<file path="config.mk">
export PLATFORM = sky130hd
export DESIGN_NAME = axis_packetizer
export DESIGN_NICKNAME = d
export VERILOG_FILES = /design/src/rtl/axis_pkg.sv /design/src/rtl/axis_skid_buffer.sv /design/src/rtl/axis_packetizer.sv
export SDC_FILE = /design/constraint.sdc
export NUM_CORES = 1
export LEC_CHECK = 0
export CORE_ASPECT_RATIO = 0.6
export CORE_MARGIN = 10
export CORE_UTILIZATION = 40
export CTS_BUF_LIST = sky130_fd_sc_hd__clkbuf_2 sky130_fd_sc_hd__clkbuf_4 sky130_fd_sc_hd__clkbuf_8
export CTS_CLUSTER_SIZE = 8
export DETAILED_ROUTE_END_ITERATION = 10
export PLACE_DENSITY = 0.73
export SYNTH_ARGS = -nofsm -noshare
export SYNTH_HDL_FRONTEND = slang
export SYNTH_SLANG_ARGS = --single-unit
</file>
<file path="constraint.sdc">
create_clock -name clk -period 4.2 [get_ports clk]
set_clock_uncertainty 0.05 [all_clocks]
set_input_delay 1.26 -clock clk [delete_from_list [all_inputs] [get_ports clk]]
set_output_delay 1.26 -clock clk [all_outputs]
set_load 0.005 [all_outputs]
</file>
<file path="src/rtl/axis_pkg.sv">
// Shared definitions for the AXI-Stream framing path.
// Contents:
//   AXIS_DATA_W / AXIS_LEN_W / AXIS_CNT_W : default widths for stream data,
//                                           packet length and packet counter
//   axis_beat_t                           : one stream beat (last flag + data)
package axis_pkg;

    localparam int AXIS_DATA_W = 32;
    localparam int AXIS_LEN_W  = 8;
    localparam int AXIS_CNT_W  = 16;

    typedef struct packed {
        logic                   last;
        logic [AXIS_DATA_W-1:0] data;
    } axis_beat_t;

endpackage

</file>
<file path="src/rtl/axis_skid_buffer.sv">
// Two-slot registered ready/valid stage (main + skid).
// Ports:
//   clk, reset  : clock, synchronous active-high reset
//   in_valid    : upstream beat valid
//   in_ready    : upstream ready (from registered state only)
//   in_beat     : upstream beat payload
//   out_valid   : downstream beat valid (registered; main slot occupied)
//   out_ready   : downstream ready
//   out_beat    : downstream beat payload (main slot)
//   skid_full   : skid slot occupied; exported for occupancy/busy reporting
//
// Handshake: a transfer happens on a rising edge where valid and ready are
// both 1. A producer holds valid and payload stable until that edge; ready
// may change at any time and never feeds back into valid.
module axis_skid_buffer
    import axis_pkg::*;
#(
    parameter type T = axis_beat_t
) (
    input  logic clk,
    input  logic reset,
    input  logic in_valid,
    output logic in_ready,
    input  T     in_beat,
    output logic out_valid,
    input  logic out_ready,
    output T     out_beat,
    output logic skid_full
);

    logic main_valid;
    logic skid_valid;
    T     main_beat;
    T     skid_beat;

    logic in_fire;
    logic out_fire;

    // Ready is a pure function of stored state, forced low while reset is
    // held so nothing is accepted during reset and it rises the first cycle
    // after reset releases.
    assign in_ready  = ~skid_valid & ~reset;
    assign in_fire   = in_valid & in_ready;
    assign out_fire  = main_valid & out_ready;

    assign out_valid = main_valid;
    assign out_beat  = main_beat;
    assign skid_full = skid_valid;

    always_ff @(posedge clk) begin
        if (reset) begin
            main_valid <= 1'b0;
            skid_valid <= 1'b0;
            main_beat  <= '0;
            skid_beat  <= '0;
        end else if (!main_valid || out_fire) begin
            // Main slot is free for the next cycle: refill from skid first
            // to preserve order, else straight from the input.
            if (skid_valid) begin
                main_beat  <= skid_beat;
                main_valid <= 1'b1;
                skid_valid <= 1'b0;
            end else if (in_fire) begin
                main_beat  <= in_beat;
                main_valid <= 1'b1;
            end else begin
                main_valid <= 1'b0;
            end
        end else if (in_fire) begin
            // Main is stalled; the beat accepted this cycle parks in skid.
            skid_beat  <= in_beat;
            skid_valid <= 1'b1;
        end
    end

endmodule

</file>
<file path="src/rtl/axis_packetizer.sv">
// Re-frames a raw AXI-Stream into packets of pkt_len beats by inserting
// tlast, with an early end-of-packet from the source honoured.
// Ports:
//   clk, reset          : clock, synchronous active-high reset
//   s_tvalid/s_tready   : input stream handshake
//   s_tdata, s_tlast    : input beat data, early end-of-packet
//   m_tvalid/m_tready   : output stream handshake
//   m_tdata, m_tlast    : output beat data, end-of-packet
//   pkt_len             : beats per packet (0 behaves as 1), sampled at the
//                         first beat of each packet
//   pkt_count           : completed output packets, wraps
//   busy                : packet in progress or beats held in the stage
module axis_packetizer
    import axis_pkg::*;
#(
    parameter int DATA_W = AXIS_DATA_W,
    parameter int LEN_W  = AXIS_LEN_W,
    parameter int CNT_W  = AXIS_CNT_W
) (
    input  logic              clk,
    input  logic              reset,
    input  logic              s_tvalid,
    output logic              s_tready,
    input  logic [DATA_W-1:0] s_tdata,
    input  logic              s_tlast,
    output logic              m_tvalid,
    input  logic              m_tready,
    output logic [DATA_W-1:0] m_tdata,
    output logic              m_tlast,
    input  logic [LEN_W-1:0]  pkt_len,
    output logic [CNT_W-1:0]  pkt_count,
    output logic              busy
);

    typedef struct packed {
        logic              last;
        logic [DATA_W-1:0] data;
    } beat_t;

    logic [LEN_W-1:0] beat_cnt;
    logic [LEN_W-1:0] len_lat;
    logic [LEN_W-1:0] len_now;
    logic [LEN_W-1:0] eff_len;
    logic             accept;
    logic             is_last;
    logic             skid_full;
    beat_t            in_beat;
    beat_t            out_beat;

    assign accept  = s_tvalid & s_tready;
    assign len_now = (pkt_len == '0) ? LEN_W'(1) : pkt_len;

    // The first beat of a packet uses the live length; later beats use the
    // value latched on that first beat, so mid-packet changes are ignored.
    assign eff_len = (beat_cnt == '0) ? len_now : len_lat;
    assign is_last = s_tlast | (beat_cnt == eff_len - LEN_W'(1));

    assign in_beat.data = s_tdata;
    assign in_beat.last = is_last;

    always_ff @(posedge clk) begin
        if (reset) begin
            beat_cnt <= '0;
            len_lat  <= '0;
        end else if (accept) begin
            if (beat_cnt == '0) begin
                len_lat <= len_now;
            end
            beat_cnt <= is_last ? '0 : beat_cnt + LEN_W'(1);
        end
    end

    always_ff @(posedge clk) begin
        if (reset) begin
            pkt_count <= '0;
        end else if (m_tvalid && m_tready && m_tlast) begin
            pkt_count <= pkt_count + CNT_W'(1);
        end
    end

    axis_skid_buffer #(
        .T (beat_t)
    ) u_skid (
        .clk       (clk),
        .reset     (reset),
        .in_valid  (s_tvalid),
        .in_ready  (s_tready),
        .in_beat   (in_beat),
        .out_valid (m_tvalid),
        .out_ready (m_tready),
        .out_beat  (out_beat),
        .skid_full (skid_full)
    );

    assign m_tdata = out_beat.data;
    assign m_tlast = out_beat.last;

    // m_tvalid is exactly the main-slot occupancy flag.
    assign busy = (beat_cnt != '0) | m_tvalid | skid_full;

endmodule

</file>
==> images/drive_strength.png <==
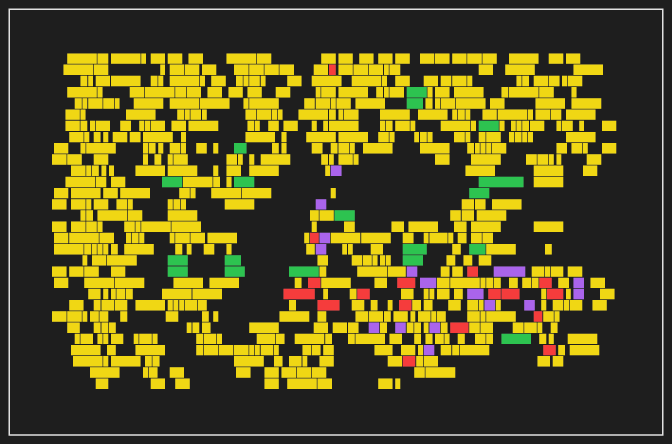
Green is drive 6 and up, cells 18, share 2.9%, most used clkbuf_8. Yellow is drive 1 or less, cells 568, share 92%, most used dfxtp_1. Red is drive 2, cells 17, share 2.7%, most used a31o_2. Purple is drive 3 to 4, cells 16, share 2.6%, most used buf_4.

==> images/clock_map.png <==
The bar under the picture is 50 um long.
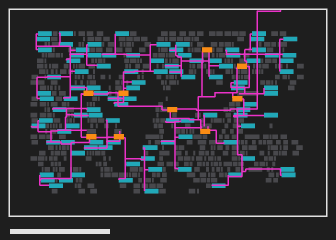
Magenta is clock wires, length 1,170 um. Cyan is flip-flops, count 100. Orange is cells driving clock nets, count 9.
There are 10 routed clock nets.

==> images/wire_density.png <==
32 x 21 tiles, from dark blue (low) to red (high), scaled to the fullest tile. Values are wire area over tile area, all layers added.
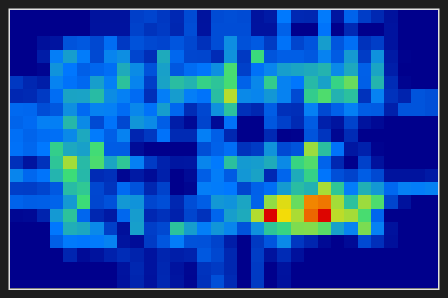
The mean over all tiles is 0.12. 24% of the tiles are nearly empty. 4.8% of the tiles are over half the peak. The fullest tile reaches 0.70. The densest ninth of the die: middle left.

==> images/final_placement.png <==
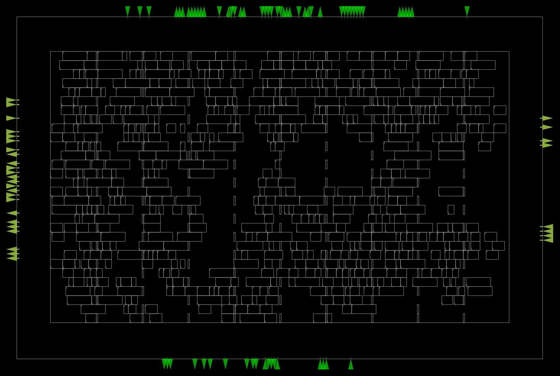
Site Rows: 30
n_taps: 144
fin cells: 763
flop count: 100
core area: 11,260 um^2

==> images/registers.png <==
The bar under the picture is 50 um long.
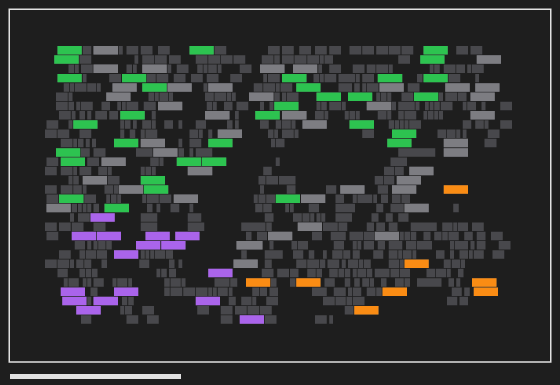
Green is u_skid.skid_beat, flops 33. Purple is pkt_count, flops 16, where lower left. Orange is len_lat, flops 8.

==> changes_impl.md <==
### Changed

- Max-slew headroom: 31.42%
- Stage-log warning count: 29
- CTS buffer count: 9
- Setup TNS: 0 ns
- DP Area: 5653 um^2
- Mapped Nets: 582
- Comb pwr share: 16.1%
- Post-layout nets: 663
- Crit path DRT: 2.89 ns
- First-pass GRT wire length: 19.71 mm
- Hold Startpoint: u_skid.skid_beat[1]
- Setup crit start: beat_cnt[0]
- Port buffer count: 96
- Post-Synthesis Cells: 533
- Die Y: 102.9 um
- Register-to-register setup slack: 0.82 ns
- Highest-power group: sequential cells
- Number of setup buffers added after CTS: 0
- Syn Std Cell Area: 4583 um^2
- Fp_density: 40.70%
- Complex Gates by Area: 16.95%
- Hold Fails Final Rpt: 0
- Via count of the first global-routing pass: 4,026
- EDFF count, synth: 0
- Initial antenna violation count: 0
- Met2 routed WL: 5.788 mm
- Clock power frac: 33.5%
- Design Power: 2.017 mW
- Clk power: 675 uW
- Max-slew violations: 0
- Fill cells: 1,030
- CTS tree: done
- Placed Cells: 747
- Most common logic cells in the final layout: dfxtp_1, clkdlybuf4s50_1, nand2_1
- Clock tree buffer depth: 2
- Outcome: finished, final reports clean
- Ys Warns: 0
- # setup viols final: 0
- Sequential power: 1.02 mW
- Area fraction in and, or, nand and nor cells: 20.50%
- Top_reg_cell synth: dfxtp_1
- Max Cap Viol: 0
- RSZ-0062 raised after global routing: no
- Post-synth ARST share: 0%
- Clock sinks: 100
- Inserted Diodes: 0
==> routing by layer <==
| metal | global-route usage [%] | vias to the layer above |
|---|---|---|
| li1 | - | 2018 |
| met5 | 0 | - |
| met2 | 24.49 | 121 |
| met3 | 4.958 | 22 |
| met1 | 17.94 | 1885 |
| met4 | 4.536 | 0 |
==> worst max-delay path, cell delays in order (launching register included) <==
cell and delay, ns:
dfxtp_1 0.40, inv_1 0.10, ha_1 0.20, nor3b_2 0.47, nand2_1 0.32, or3_1 0.40, clkdlybuf4s50_1 0.46
==> layout make-up <==
| type | instances | share of cell area [%] |
|---|---|---|
| Clock inverter | 6 | 1.511 |
| Clock buffer | 10 | 2.341 |
| Timing Repair Buffer | 110 | 18.26 |
| Sequential cell | 100 | 34.07 |
| Inverter | 12 | 0.7661 |
| Multi-Input combinational cell | 381 | 39.99 |
| Tap cell | 144 | 3.064 |
==> synth_stat cells (all sizes together) (3+ instances only) <==
cell type | n | area [um^2]
a211oi | 41 | 317.8
a21oi | 41 | 205.2
a311oi | 3 | 32.53
a31o | 5 | 43.80
and3 | 6 | 38.79
buf | 5 | 37.54
clkbuf | 35 | 151.4
dfxtp | 100 | 2002
ha | 4 | 50.05
inv | 12 | 45.04
mux2i | 35 | 350.3
nand2 | 82 | 307.8
nand3 | 6 | 30.03
nand3b | 9 | 67.56
nand4 | 9 | 56.30
nor2 | 58 | 234.0
nor2b | 3 | 18.77
nor3 | 7 | 35.03
o21ai | 17 | 88.84
or3 | 6 | 37.54
xnor2 | 12 | 105.1
xor2 | 13 | 113.9
==> timing repair <==
action	in CTS	in global routing
setup endpoints to repair	0	7
gates resized	0	1
hold buffers	0	0
Power and IR drop assume default switching activity.
